## src/rtl/line_fill_buffer_pkg.sv

```systemverilog
// Shared types and geometry for the line fill buffer; the beat/line constants
// must agree with the arbiter's arlen/arsize settings.
package line_fill_buffer_pkg;

    typedef enum logic [1:0] {
        IDLE    = 2'd0,
        REQ     = 2'd1,
        FILL    = 2'd2,
        DELIVER = 2'd3
    } lfb_state_t;

    // Integer log2 for power-of-two geometry values.
    function automatic int lfb_log2(input int value);
        int result;
        result = 0;
        while ((1 << result) < value) begin
            result = result + 1;
        end
        return result;
    endfunction

    localparam int LFB_ADDR_WIDTH = 64;
    localparam int LFB_DATA_WIDTH = 64;
    localparam int LFB_BEATS      = 8;
    localparam int LFB_BOFF       = lfb_log2(LFB_DATA_WIDTH / 8);
    localparam int LFB_WIDX       = lfb_log2(LFB_BEATS);

endpackage

```

## src/rtl/line_fill_buffer_if.sv

```systemverilog
// Read-port bundle between a line fill buffer (master) and the read-port arbiter (slave).
interface line_fill_buffer_if
    import line_fill_buffer_pkg::*;
#(
    parameter int ADDR_WIDTH = LFB_ADDR_WIDTH,
    parameter int DATA_WIDTH = LFB_DATA_WIDTH
) ();

    logic                  arvalid;
    logic [ADDR_WIDTH-1:0] araddr;
    logic                  arready;
    logic                  rvalid;
    logic [DATA_WIDTH-1:0] rdata;
    logic                  rlast;
    logic                  rready;

    modport master (
        output arvalid,
        output araddr,
        input  arready,
        input  rvalid,
        input  rdata,
        input  rlast,
        output rready
    );

    modport slave (
        input  arvalid,
        input  araddr,
        output arready,
        output rvalid,
        output rdata,
        output rlast,
        input  rready
    );

endinterface

```

## src/rtl/line_fill_buffer_line_reg.sv

```systemverilog
// Line storage: BEATS words, written at (start + offset) mod BEATS so a wrapped
// burst lands in natural word order. Cleared only by reset.
module lfb_line_reg
    import line_fill_buffer_pkg::*;
#(
    parameter int DATA_WIDTH = LFB_DATA_WIDTH,
    parameter int BEATS      = LFB_BEATS,
    localparam int WIDX       = lfb_log2(BEATS),
    localparam int LINE_WIDTH = DATA_WIDTH * BEATS
) (
    input  logic                  clk,
    input  logic                  reset,
    input  logic                  wr_en,
    input  logic [WIDX-1:0]       wr_start,
    input  logic [WIDX-1:0]       wr_off,
    input  logic [DATA_WIDTH-1:0] wr_data,
    output logic [LINE_WIDTH-1:0] line
);

    logic [WIDX-1:0] wr_idx;

    // Truncation to WIDX bits performs the modulo-BEATS wrap.
    assign wr_idx = wr_start + wr_off;

    generate
        for (genvar gi = 0; gi < BEATS; gi++) begin : g_word
            logic [DATA_WIDTH-1:0] word_reg;

            always_ff @(posedge clk or negedge reset) begin
                if (!reset) begin
                    word_reg <= '0;
                end else if (wr_en && (wr_idx == WIDX'(gi))) begin
                    word_reg <= wr_data;
                end
            end

            assign line[gi*DATA_WIDTH +: DATA_WIDTH] = word_reg;
        end
    endgenerate

endmodule

```

## src/rtl/line_fill_buffer.sv

```systemverilog
// Single-outstanding-miss line fill buffer: issues a wrapped read burst, forwards
// the critical word early, then presents the assembled line to the cache.
module line_fill_buffer
    import line_fill_buffer_pkg::*;
#(
    parameter int ADDR_WIDTH = LFB_ADDR_WIDTH,
    parameter int DATA_WIDTH = LFB_DATA_WIDTH,
    parameter int BEATS      = LFB_BEATS,
    localparam int LINE_WIDTH = DATA_WIDTH * BEATS
) (
    input  logic                  clk,
    input  logic                  reset,

    input  logic                  miss_valid,
    input  logic [ADDR_WIDTH-1:0] miss_addr,
    output logic                  miss_ready,

    output logic                  crit_valid,
    output logic [DATA_WIDTH-1:0] crit_data,

    output logic                  fill_valid,
    output logic [ADDR_WIDTH-1:0] fill_addr,
    output logic [LINE_WIDTH-1:0] fill_line,
    output logic                  fill_err,
    input  logic                  fill_ready,

    line_fill_buffer_if.master    rd
);

    localparam int WIDX = lfb_log2(BEATS);
    localparam int BOFF = lfb_log2(DATA_WIDTH / 8);
    localparam int CNTW = WIDX + 1;

    localparam logic [CNTW-1:0] CNT_LAST = CNTW'(BEATS - 1);
    localparam logic [CNTW-1:0] CNT_FULL = CNTW'(BEATS);

    localparam logic [ADDR_WIDTH-1:0] BEAT_MASK = ~(ADDR_WIDTH'((64'd1 << BOFF) - 64'd1));
    localparam logic [ADDR_WIDTH-1:0] LINE_MASK = ~(ADDR_WIDTH'((64'd1 << (BOFF + WIDX)) - 64'd1));

    lfb_state_t state_reg, state_next;

    logic [ADDR_WIDTH-1:0] addr_reg;
    logic [WIDX-1:0]       start_reg;
    logic [CNTW-1:0]       count_reg;
    logic                  err_reg;
    logic                  crit_valid_reg;
    logic [DATA_WIDTH-1:0] crit_data_reg;

    logic miss_take;
    logic beat_take;
    logic fill_done;
    logic arvalid_int;
    logic rready_int;
    logic line_wr_en;

    // ------------------------------------------------------------------
    // Control FSM
    // ------------------------------------------------------------------
    always_ff @(posedge clk or negedge reset) begin
        if (!reset) begin
            state_reg <= IDLE;
        end else begin
            state_reg <= state_next;
        end
    end

    always_comb begin
        state_next  = state_reg;
        miss_ready  = 1'b0;
        arvalid_int = 1'b0;
        rready_int  = 1'b0;
        fill_valid  = 1'b0;
        miss_take   = 1'b0;
        fill_done   = 1'b0;
        beat_take   = 1'b0;

        case (state_reg)
            IDLE: begin
                miss_ready = 1'b1;
                if (miss_valid) begin
                    miss_take  = 1'b1;
                    state_next = REQ;
                end
            end
            REQ: begin
                arvalid_int = 1'b1;
                // A beat arriving alongside the request acceptance must not be lost.
                if (rd.arready) begin
                    rready_int = 1'b1;
                    state_next = FILL;
                end
            end
            FILL: begin
                rready_int = 1'b1;
            end
            DELIVER: begin
                fill_valid = 1'b1;
                if (fill_ready) begin
                    fill_done  = 1'b1;
                    state_next = IDLE;
                end
            end
            default: begin
                state_next = IDLE;
            end
        endcase

        beat_take = rd.rvalid && rready_int;
        if (beat_take && rd.rlast) begin
            state_next = DELIVER;
        end
    end

    // ------------------------------------------------------------------
    // Miss context, beat counter, error and critical-word capture
    // ------------------------------------------------------------------
    always_ff @(posedge clk or negedge reset) begin
        if (!reset) begin
            addr_reg       <= '0;
            start_reg      <= '0;
            count_reg      <= '0;
            err_reg        <= 1'b0;
            crit_valid_reg <= 1'b0;
            crit_data_reg  <= '0;
        end else begin
            crit_valid_reg <= 1'b0;

            if (miss_take) begin
                addr_reg  <= miss_addr;
                start_reg <= miss_addr[BOFF +: WIDX];
                count_reg <= '0;
            end

            if (beat_take) begin
                if (count_reg == '0) begin
                    crit_valid_reg <= 1'b1;
                    crit_data_reg  <= rd.rdata;
                end
                // Counter saturates at BEATS; overrun beats are flagged and dropped.
                if (count_reg != CNT_FULL) begin
                    count_reg <= count_reg + 1'b1;
                end
                if ((rd.rlast && (count_reg != CNT_LAST)) || (count_reg == CNT_FULL)) begin
                    err_reg <= 1'b1;
                end
            end

            if (fill_done) begin
                err_reg <= 1'b0;
            end
        end
    end

    assign line_wr_en = beat_take && (count_reg != CNT_FULL);

    lfb_line_reg #(
        .DATA_WIDTH (DATA_WIDTH),
        .BEATS      (BEATS)
    ) u_line_reg (
        .clk      (clk),
        .reset    (reset),
        .wr_en    (line_wr_en),
        .wr_start (start_reg),
        .wr_off   (count_reg[WIDX-1:0]),
        .wr_data  (rd.rdata),
        .line     (fill_line)
    );

    assign rd.arvalid = arvalid_int;
    assign rd.araddr  = arvalid_int ? (addr_reg & BEAT_MASK) : '0;
    assign rd.rready  = rready_int;

    assign crit_valid = crit_valid_reg;
    assign crit_data  = crit_data_reg;
    assign fill_addr  = fill_valid ? (addr_reg & LINE_MASK) : '0;
    assign fill_err   = fill_valid && err_reg;

endmodule
```

## src/flat_wrapper.sv

```systemverilog
// flat-port wrapper written by rule: the top's interface ports become plain ports
module line_fill_buffer_flat import line_fill_buffer_pkg::*;
#(
    parameter int ADDR_WIDTH = LFB_ADDR_WIDTH,
    parameter int DATA_WIDTH = LFB_DATA_WIDTH,
    parameter int BEATS      = LFB_BEATS,
    localparam int LINE_WIDTH = DATA_WIDTH * BEATS
)
  (clk, reset, miss_valid, miss_addr, miss_ready, crit_valid, crit_data, fill_valid, fill_addr, fill_line, fill_err, fill_ready, rd_arvalid, rd_araddr, rd_arready, rd_rvalid, rd_rdata, rd_rlast, rd_rready);
  line_fill_buffer_if #(.ADDR_WIDTH(ADDR_WIDTH), .DATA_WIDTH(DATA_WIDTH)) rd_i ();
  input  logic clk;
  input  logic reset;
  input  logic miss_valid;
  input  logic [ADDR_WIDTH-1:0] miss_addr;
  output logic miss_ready;
  output logic crit_valid;
  output logic [DATA_WIDTH-1:0] crit_data;
  output logic fill_valid;
  output logic [ADDR_WIDTH-1:0] fill_addr;
  output logic [LINE_WIDTH-1:0] fill_line;
  output logic fill_err;
  input  logic fill_ready;
  output wire logic [$bits(rd_i.arvalid)-1:0] rd_arvalid;
  output wire logic [$bits(rd_i.araddr)-1:0] rd_araddr;
  input wire logic [$bits(rd_i.arready)-1:0] rd_arready;
  input wire logic [$bits(rd_i.rvalid)-1:0] rd_rvalid;
  input wire logic [$bits(rd_i.rdata)-1:0] rd_rdata;
  input wire logic [$bits(rd_i.rlast)-1:0] rd_rlast;
  output wire logic [$bits(rd_i.rready)-1:0] rd_rready;
  assign rd_arvalid = rd_i.arvalid;
  assign rd_araddr = rd_i.araddr;
  assign rd_i.arready = rd_arready;
  assign rd_i.rvalid = rd_rvalid;
  assign rd_i.rdata = rd_rdata;
  assign rd_i.rlast = rd_rlast;
  assign rd_rready = rd_i.rready;
  line_fill_buffer #(.ADDR_WIDTH(ADDR_WIDTH), .DATA_WIDTH(DATA_WIDTH), .BEATS(BEATS)) u_core (.clk(clk), .reset(reset), .miss_valid(miss_valid), .miss_addr(miss_addr), .miss_ready(miss_ready), .crit_valid(crit_valid), .crit_data(crit_data), .fill_valid(fill_valid), .fill_addr(fill_addr), .fill_line(fill_line), .fill_err(fill_err), .fill_ready(fill_ready), .rd(rd_i));
endmodule
```

## config.mk

```make
export PLATFORM = sky130hd
export DESIGN_NAME = line_fill_buffer_flat
export DESIGN_NICKNAME = d
export VERILOG_FILES = /design/src/rtl/line_fill_buffer_pkg.sv /design/src/rtl/line_fill_buffer_if.sv /design/src/rtl/line_fill_buffer_line_reg.sv /design/src/rtl/line_fill_buffer.sv /design/src/flat_wrapper.sv
export SDC_FILE = /design/constraint.sdc
export NUM_CORES = 1
export LEC_CHECK = 0
export ABC_AREA = 1
export ABC_CLOCK_PERIOD_IN_PS = 2600
export CORE_AREA = 2 2 331 333
export CTS_CLUSTER_SIZE = 12
export DETAILED_ROUTE_END_ITERATION = 16
export DIE_AREA = 0 0 333 335
export GPL_ROUTABILITY_DRIVEN = 0
export PLACE_DENSITY_LB_ADDON = 0.25
export SLEW_MARGIN = 20
export SYNTH_ARGS = -nofsm -noshare
export SYNTH_HDL_FRONTEND = slang
export SYNTH_SLANG_ARGS = --single-unit
```

## constraint.sdc

```tcl
create_clock -name clk -period 2.6 [get_ports clk]
set_input_delay 0.78 -clock clk [delete_from_list [all_inputs] [get_ports clk]]
set_output_delay 0.78 -clock clk [all_outputs]
set_load 0.02 [all_outputs]
```

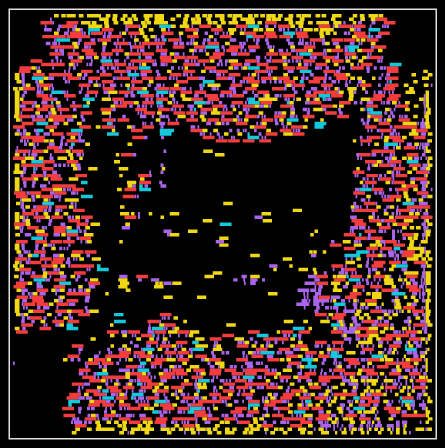
(placed cells, one colour a class)
Key: cyan = clock drivers and dummy loads [cells 138]; yellow = remaining buffers and delay cells [cells 1019]; purple = remaining logic cells [cells 2135]; red = registers [cells 645]

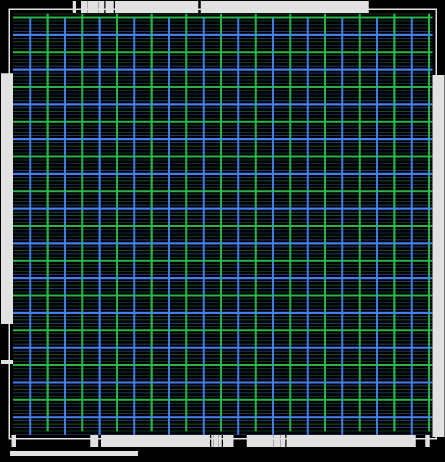
(PDN straps and rails)
Scale bar: 100 um. Pins as bars on the die edge.
Key: green = VDD; blue = VSS
24 straps on met5. 24 straps on met4.

==> metrics.cfg <==
[outcome]
status = complete, but fails checks
violations = negative setup slack

[final_layout]
flop_area_sq_mm = 0.0161
seq_cells = 645
area_delta_synth_final_pct = 47.8
dominant_cells = sequential cells
buffers_excl_clock = 1019
seq-cell-share_pct = 39.2
drive_gt1_share_pct = 13.7
comb_area_sq_mm = 0.00971
final_area_sq_mm = 0.0412
fin_cells = 5353
fin_util_pct = 38.1
buffer_area_share_pct = 25.5

[synth]
async_reset_ff_share_pct = 100
ys_seq_share_pct = 58.0
ys_cells = 3104
compound_area_share_pct = 1.35
logic_family = simple AND/OR/NAND/NOR gates
synthSimpleGateAreaFrac_pct = 29.8
yosys-stat-area_sq_mm = 0.0279
ys.flop_type = dfrtp_1
synth-adder-area-share_pct = 0.431
yosys-mux-area-fraction_pct = 2.39
xor_area_share_pct = 0.0314
syn_area_sq_mm = 0.0279
most_common_cell = nand2_1
yosysTopAreaCellShare_pct = 58.0

[floorplan]
io_pins = 845
die_area_sq_mm = 0.112
die_h_um = 335
chipWidth_um = 333
fp-row-count = 121
floorplan.core_util_pct = 25.8

[setup_path]
crit_fanout = 5
crit_buf_inv = 5
startpoint_type = flop
cp_num_cells = 7
rr_endpoint = u_core.u_line_reg.g_word[0].word_reg[34]$_DFFE_PN0P_
crit_family = buffers and inverters
path_class = flop to output port
max_stage_delay_ps = 460
endpoint_kind = output port
crit_top_cell = buf_6
crit_slowest_cell = dfrtp_2
path_cells = ha_4 -> buf_6 -> buf_6 -> buf_6 -> nand2_2 -> inv_2 -> buf_12
reg2reg_from = u_core.start_reg[0]$_DFFE_PN0P_

[timing]
setup_viol = 81
drv_slew = 0
period_used_pct = 105
worst_pin_slew_ps = 711
hold_viol_final = 0
fin_hold_ws_ps = 466
slew_headroom_pct = 52.6
rsz0062_at_grt = yes
setup_ws_ps = -134
layout_min_cycle_time_ps = 2730

[clock_network]
clockRootBuffer = clkbuf_16
clkTransAtPathRegs_ps = 70
cts_buffer_depth = 3

[worst_hold_path]
hp-start = u_core.u_line_reg.g_word[7].word_reg[14]$_DFFE_PN0P_
hold_depth = 2
min_to = u_core.u_line_reg.g_word[7].word_reg[14]$_DFFE_PN0P_

[route]
drtIter0Drc = 1997
routed.top_layer = met5
wire_per_inst_um = 24.1
drc = 0
vias = 25700
wl_met1_um = 51200
dr_wl_met3_um = 9600
routed_wl_um = 129000
drt.antenna.violating_nets = 0
dr.pass1.iters = 5

[global_route]
grt_overflow_total = 0
track_usage_pct = 22.5
grt_max_degree = 89
antenna_found_initial = 9
grt_pass1_vias = 25500
grt_pass1_wl_um = 186000

[pwr]
clkPwrFrac_pct = 18.2
comb_power_share_pct = 53.9
p_sw_mw = 27.5
p_leak_nw = 20.7
ir_drop_mv = 0.616

[place]
dp.final_hpwl_um = 88200
postPlaceCellArea_sq_mm = 0.0386

[job]
warnings = 36

[routing by layer]
layer	vias up	GRT usage (%)
met4	2	9.28
met3	212	6.06
met5	-	0
met1	12800	27.3
li1	11800	-
met2	972	37.5
[power groups by stage]
stage / combinational [mW] / clock (mW) / sequential, mW
global route: 34.3 / 11.5 / 17.1
floorplan: 11.2 / 0 / 20.3
finish: 32.3 / 10.9 / 16.7
global placement: 32.2 / 0 / 16.6
CTS: 32.2 / 11.2 / 16.7
detailed placement: 32.3 / 0 / 16.7
[layout by cell type (no fill, tap or decap), drive strengths merged, types with 16 or more instances in the layout]
cell and n:
nand4 512, buf 290, o21ai 69, nand3 19, mux2 59, inv 148
nand2 1302, clkdlybuf4s50 705, clkbuf 121, clkdlybuf4s15 16, dfrtp 645
